File: src/rtl/if_stage_fetch_if.sv
// rtl/if_stage_fetch_if.sv - fetch stage bundle: control inputs, IM fetch port, IF/ID outputs
interface if_stage_fetch_if;
    logic        stall;
    logic        redirect;
    logic [31:0] redirect_pc;
    logic        exc_req;
    logic        eret;
    logic [31:0] epc;
    logic        br_in_D;
    logic [31:0] instr_F;
    logic [31:0] pc_F;
    logic [31:0] IR_D;
    logic [31:0] PC_D;
    logic [31:0] PC8_D;
    logic [4:0]  excode_D;
    logic        bd_D;

    // Fetch stage side: consumes control and the IM word, produces fetch address and IF/ID
    modport slave (
        input  stall, redirect, redirect_pc, exc_req, eret, epc, br_in_D, instr_F,
        output pc_F, IR_D, PC_D, PC8_D, excode_D, bd_D
    );

    // Core/memory side: drives control and the IM word, observes the fetch stage
    modport master (
        output stall, redirect, redirect_pc, exc_req, eret, epc, br_in_D, instr_F,
        input  pc_F, IR_D, PC_D, PC8_D, excode_D, bd_D
    );
endinterface

File: src/rtl/if_stage_fetch.sv
// rtl/if_stage_fetch.sv - MIPS IF stage: PC register, next-PC select, IF/ID register with AdEL tagging
module if_stage_fetch #(
    parameter logic [31:0] PC_RESET     = 32'h0000_3000,
    parameter logic [31:0] HANDLER_ADDR = 32'h0000_4180,
    parameter logic [31:0] IM_BASE      = 32'h0000_3000,
    parameter logic [31:0] IM_LAST      = 32'h0000_6FFC
) (
    input  logic              clk,
    input  logic              reset,
    if_stage_fetch_if.slave   fif
);
    localparam logic [4:0] EXC_NONE = 5'd0;
    localparam logic [4:0] EXC_ADEL = 5'd4;

    logic [31:0] pc_q, pc_d;
    logic [31:0] ir_q, ir_d;
    logic [31:0] pcd_q, pcd_d;
    logic [31:0] pc8_q, pc8_d;
    logic [4:0]  exc_q, exc_d;
    logic        bd_q, bd_d;
    logic        addr_err;

    // Fetch address is only legal when word aligned and inside the IM window
    always_comb begin
        addr_err = (pc_q[1:0] != 2'b00) || (pc_q < IM_BASE) || (pc_q > IM_LAST);
    end

    // Next PC: exception entry beats eret, both beat stall; redirect beats sequential
    always_comb begin
        pc_d = pc_q + 32'd4;
        if (fif.exc_req) begin
            pc_d = HANDLER_ADDR;
        end else if (fif.eret) begin
            pc_d = fif.epc;
        end else if (fif.stall) begin
            pc_d = pc_q;
        end else if (fif.redirect) begin
            pc_d = fif.redirect_pc;
        end
    end

    // IF/ID next state: flush on exc/eret, hold on stall, else load the fetched word
    // (delay slot is never squashed; it just carries bd from the branch in D)
    always_comb begin
        ir_d  = ir_q;
        pcd_d = pcd_q;
        pc8_d = pc8_q;
        exc_d = exc_q;
        bd_d  = bd_q;
        if (fif.exc_req || fif.eret) begin
            ir_d  = 32'd0;
            pcd_d = 32'd0;
            pc8_d = 32'd8;
            exc_d = EXC_NONE;
            bd_d  = 1'b0;
        end else if (!fif.stall) begin
            ir_d  = addr_err ? 32'd0 : fif.instr_F;
            pcd_d = pc_q;
            pc8_d = pc_q + 32'd8;
            exc_d = addr_err ? EXC_ADEL : EXC_NONE;
            bd_d  = fif.br_in_D;
        end
    end

    // PC and IF/ID registers; reset takes effect immediately, not at the next edge
    always_ff @(posedge clk or posedge reset) begin
        if (reset) begin
            pc_q  <= PC_RESET;
            ir_q  <= 32'd0;
            pcd_q <= 32'd0;
            pc8_q <= 32'd8;
            exc_q <= EXC_NONE;
            bd_q  <= 1'b0;
        end else begin
            pc_q  <= pc_d;
            ir_q  <= ir_d;
            pcd_q <= pcd_d;
            pc8_q <= pc8_d;
            exc_q <= exc_d;
            bd_q  <= bd_d;
        end
    end

    // Registered state drives the outputs directly; pc_F feeds the async-read IM
    always_comb begin
        fif.pc_F     = pc_q;
        fif.IR_D     = ir_q;
        fif.PC_D     = pcd_q;
        fif.PC8_D    = pc8_q;
        fif.excode_D = exc_q;
        fif.bd_D     = bd_q;
    end
endmodule

File: src/flat_wrapper.sv
// flat-port wrapper written by rule: the top's interface ports become plain ports
module if_stage_fetch_flat 
#(
    parameter logic [31:0] PC_RESET     = 32'h0000_3000,
    parameter logic [31:0] HANDLER_ADDR = 32'h0000_4180,
    parameter logic [31:0] IM_BASE      = 32'h0000_3000,
    parameter logic [31:0] IM_LAST      = 32'h0000_6FFC
)
  (clk, reset, fif_stall, fif_redirect, fif_redirect_pc, fif_exc_req, fif_eret, fif_epc, fif_br_in_D, fif_instr_F, fif_pc_F, fif_IR_D, fif_PC_D, fif_PC8_D, fif_excode_D, fif_bd_D);
  if_stage_fetch_if fif_i ();
  input  logic clk;
  input  logic reset;
  input wire logic [$bits(fif_i.stall)-1:0] fif_stall;
  input wire logic [$bits(fif_i.redirect)-1:0] fif_redirect;
  input wire logic [$bits(fif_i.redirect_pc)-1:0] fif_redirect_pc;
  input wire logic [$bits(fif_i.exc_req)-1:0] fif_exc_req;
  input wire logic [$bits(fif_i.eret)-1:0] fif_eret;
  input wire logic [$bits(fif_i.epc)-1:0] fif_epc;
  input wire logic [$bits(fif_i.br_in_D)-1:0] fif_br_in_D;
  input wire logic [$bits(fif_i.instr_F)-1:0] fif_instr_F;
  output wire logic [$bits(fif_i.pc_F)-1:0] fif_pc_F;
  output wire logic [$bits(fif_i.IR_D)-1:0] fif_IR_D;
  output wire logic [$bits(fif_i.PC_D)-1:0] fif_PC_D;
  output wire logic [$bits(fif_i.PC8_D)-1:0] fif_PC8_D;
  output wire logic [$bits(fif_i.excode_D)-1:0] fif_excode_D;
  output wire logic [$bits(fif_i.bd_D)-1:0] fif_bd_D;
  assign fif_i.stall = fif_stall;
  assign fif_i.redirect = fif_redirect;
  assign fif_i.redirect_pc = fif_redirect_pc;
  assign fif_i.exc_req = fif_exc_req;
  assign fif_i.eret = fif_eret;
  assign fif_i.epc = fif_epc;
  assign fif_i.br_in_D = fif_br_in_D;
  assign fif_i.instr_F = fif_instr_F;
  assign fif_pc_F = fif_i.pc_F;
  assign fif_IR_D = fif_i.IR_D;
  assign fif_PC_D = fif_i.PC_D;
  assign fif_PC8_D = fif_i.PC8_D;
  assign fif_excode_D = fif_i.excode_D;
  assign fif_bd_D = fif_i.bd_D;
  if_stage_fetch #(.PC_RESET(PC_RESET), .HANDLER_ADDR(HANDLER_ADDR), .IM_BASE(IM_BASE), .IM_LAST(IM_LAST)) u_core (.clk(clk), .reset(reset), .fif(fif_i));
endmodule
File: config.mk
export PLATFORM = sky130hd
export DESIGN_NAME = if_stage_fetch_flat
export DESIGN_NICKNAME = d
export VERILOG_FILES = /design/src/rtl/if_stage_fetch_if.sv /design/src/rtl/if_stage_fetch.sv /design/src/flat_wrapper.sv
export SDC_FILE = /design/constraint.sdc
export NUM_CORES = 1
export LEC_CHECK = 0
export ABC_AREA = 0
export CORE_MARGIN = 5
export CORE_UTILIZATION = 49
export DETAILED_ROUTE_END_ITERATION = 8
export PLACE_DENSITY = 0.87
export REMOVE_ABC_BUFFERS = 1
export SYNTH_ARGS = -nofsm -noshare
export SYNTH_HDL_FRONTEND = slang
export SYNTH_SLANG_ARGS = --single-unit
File: constraint.sdc
create_clock -name clk -period 13.9 [get_ports clk]
set_input_delay 4.17 -clock clk [delete_from_list [all_inputs] [get_ports clk]]
set_output_delay 4.17 -clock clk [all_outputs]
set_load 0.05 [all_outputs]
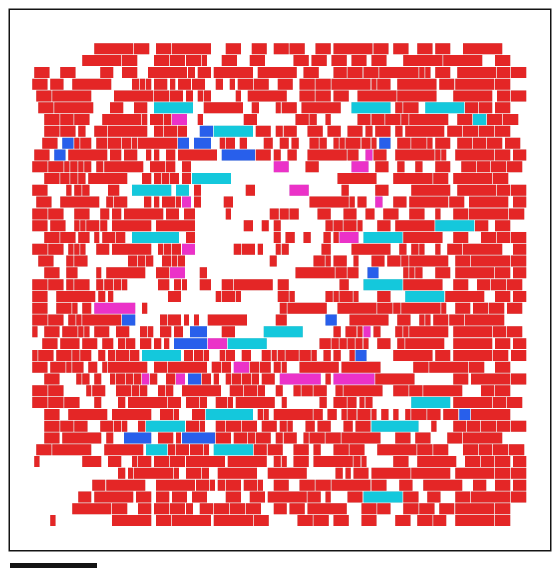
Figure 1: drive-strength map.
The bar under the picture is 20 um long.
_6 and larger -> cyan  # cells 23, share 2.7%
_3 and _4 cells -> blue  # cells 17, share 2.0%
_0 and _1 cells -> red  # cells 809, share 93%
_2 cells -> magenta  # cells 18, share 2.1%
Non-clk bufs: 240
setup ws final: 7.23 ns

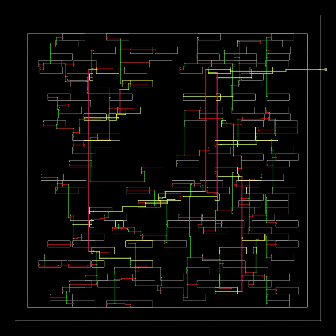
Figure 2: the clock network.
flip-flops: 127
Clk power: 0.452 mW

==> results.py <==
# Auto-generated metrics
metrics = {
    "status": {
        "outcome": "complete, no violations",
    },
    "flow_run": {
        "maxCapViolations": 0,
    },
    "cts": {
        "cts_max_path_buffers": 2,
        "cts_hold_buffers": 0,
    },
    "setup_path": {
        "regToRegSetupSlack_ns": 11.51,
        "worstPathMaxFanout": 32,
        "cp_cell_sequence": "clkdlybuf4s50_1, buf_4, inv_1, a21oi_1, o221ai_1, o21ai_0, o2bb2ai_1",
        "cp_num_buf_inv": 3,
        "cpPeakStageDelay_ns": 0.90,
        "crit_required_ns": 14.25,
        "critPathArrivalTime_ns": 7.02,
        "slowest_stage": "a21oi_1",
    },
    "sta": {
        "fmax_mhz": 150,
        "min_period_over_period_pct": 48.0,
        "fin_skew_ns": 0.00893,
        "rsz0062_at_grt": "false",
        "hold_viol": 0,
        "whs_ns": 0.483,
        "finalSetupViolCount": 0,
    },
    "drt": {
        "wire_per_inst_um": 22.2,
        "postRouteAntennaNets": 0,
        "vias": 6330,
        "drt_pass1_iterations": 5,
        "totalWireLength_um": 23100,
    },
    "floorplanning": {
        "io_pins": 237,
        "coreArea_mm2": 0.0127,
        "dieHeight_um": 125,
        "dieWidth_um": 125,
    },
    "placed_design": {
        "port_buffers": 232,
        "placedInstanceArea_mm2": 0.00875,
        "finalWeightedCongestion": 0.889,
    },
    "synth": {
        "synth_flop_count": 127,
        "async_flop_share_pct": 100,
        "synth_chip_area_mm2": 0.00643,
        "synth_top_flop_cell": "dfrtp_1",
        "ys_sh_adder_pct": 0.389,
        "synthTopLogicFamily": "AND-OR/OR-AND gates",
        "ys_sh_aoi_pct": 23.6,
        "synthMostInstantiatedCell": "dfrtp_1",
        "yosys_warnings": 0,
        "xor_share_pct": 4.09,
    },
    "power": {
        "power_mw": 1.06,
        "vdd.ir_drop.worst_mv": 0.0681,
        "p_leak_nw": 3.77,
    },
    "global_routing": {
        "grt_pass1_vias": 6185,
        "grt_max_degree": 112,
        "track_usage_pct": 29.2,
        "antenna_found_initial": 0,
        "overflow": 0,
    },
    "finish": {
        "layout.cells.most_common": "clkdlybuf4s50_1",
    },
}
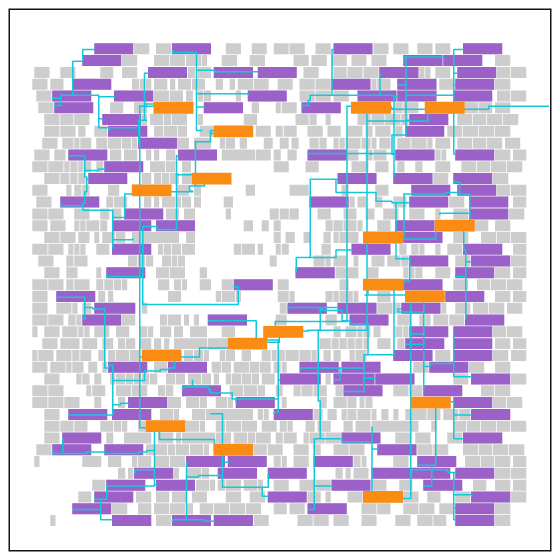
Figure 3: clock distribution.
clock wires -> cyan  # length 1720 um
clock drivers -> orange  # count 17
flip-flops -> purple  # count 127
routed clock nets = 18
Late-Pin Clk Latency: 0.43 ns
clock share of power: 42.7%

-- metal layers --
metal / share of wire (%) / global-route usage [%]
met1: 41 / 38.5
met2: 48 / 46.9
met3: 8.3 / 7.12
met4: 2.8 / 11.0
met5: 0 / 0
-- sequential cells by signal (all words and copies together) (netlist names) --
register and cells:
u_core.fif.pc_F 32, u_core.fif.bd_D 1, u_core.fif.excode_D 1, u_core.fif.PC8_D 32
u_core.fif.PC_D 29, u_core.fif.IR_D 32
-- area by class of cell --
cell class / instances / area, um2
tap: 172 / 215
clock buffer: 22 / 454
inverter: 12 / 50.0
multi-input combinational: 456 / 2920
clock inverter: 10 / 136
fill: 910 / 3380
sequential: 127 / 3180
timing repair buffer: 240 / 2380
-- tightest hold or removal path: stages (launching register included) --
cell and delay [ns]:
dfrtp_1 0.34, nand2_1 0.05, o21ai_0 0.06
-- report_power, final --
group | internal, mW | total (mW) | switching [mW]
clock network | 0.286 | 0.452 | 0.165
logic | 0.0753 | 0.193 | 0.118
registers | 0.384 | 0.414 | 0.0297
total | 0.746 | 1.06 | 0.312
-- metrics by stage --
step / setup slack [ns] / std cells
global placement: 7.02 / 1007
floorplan: 6.35 / 595
finish: 7.23 / 1039
CTS: 7.36 / 1039
detailed placement: 6.91 / 1007
global route: 7.12 / 1039
-- worst paths after layout --
check | startpoint | endpoint | depth (start not counted)
hold reg to reg | u_core.fif.PC8_D[16] | u_core.fif.PC8_D[16] | 2
min in group asynchronous | reset | u_core.fif.IR_D[6] | 2
max in group asynchronous | reset | u_core.fif.PC8_D[6] | 3
hold / removal | u_core.fif.PC8_D[16] | u_core.fif.PC8_D[16] | 2
setup / recovery | fif_eret | u_core.fif.pc_F[20] | 7
setup reg to reg | u_core.fif.pc_F[15] | u_core.fif.pc_F[21] | 6
Power is estimated from default activity; no workload was simulated.
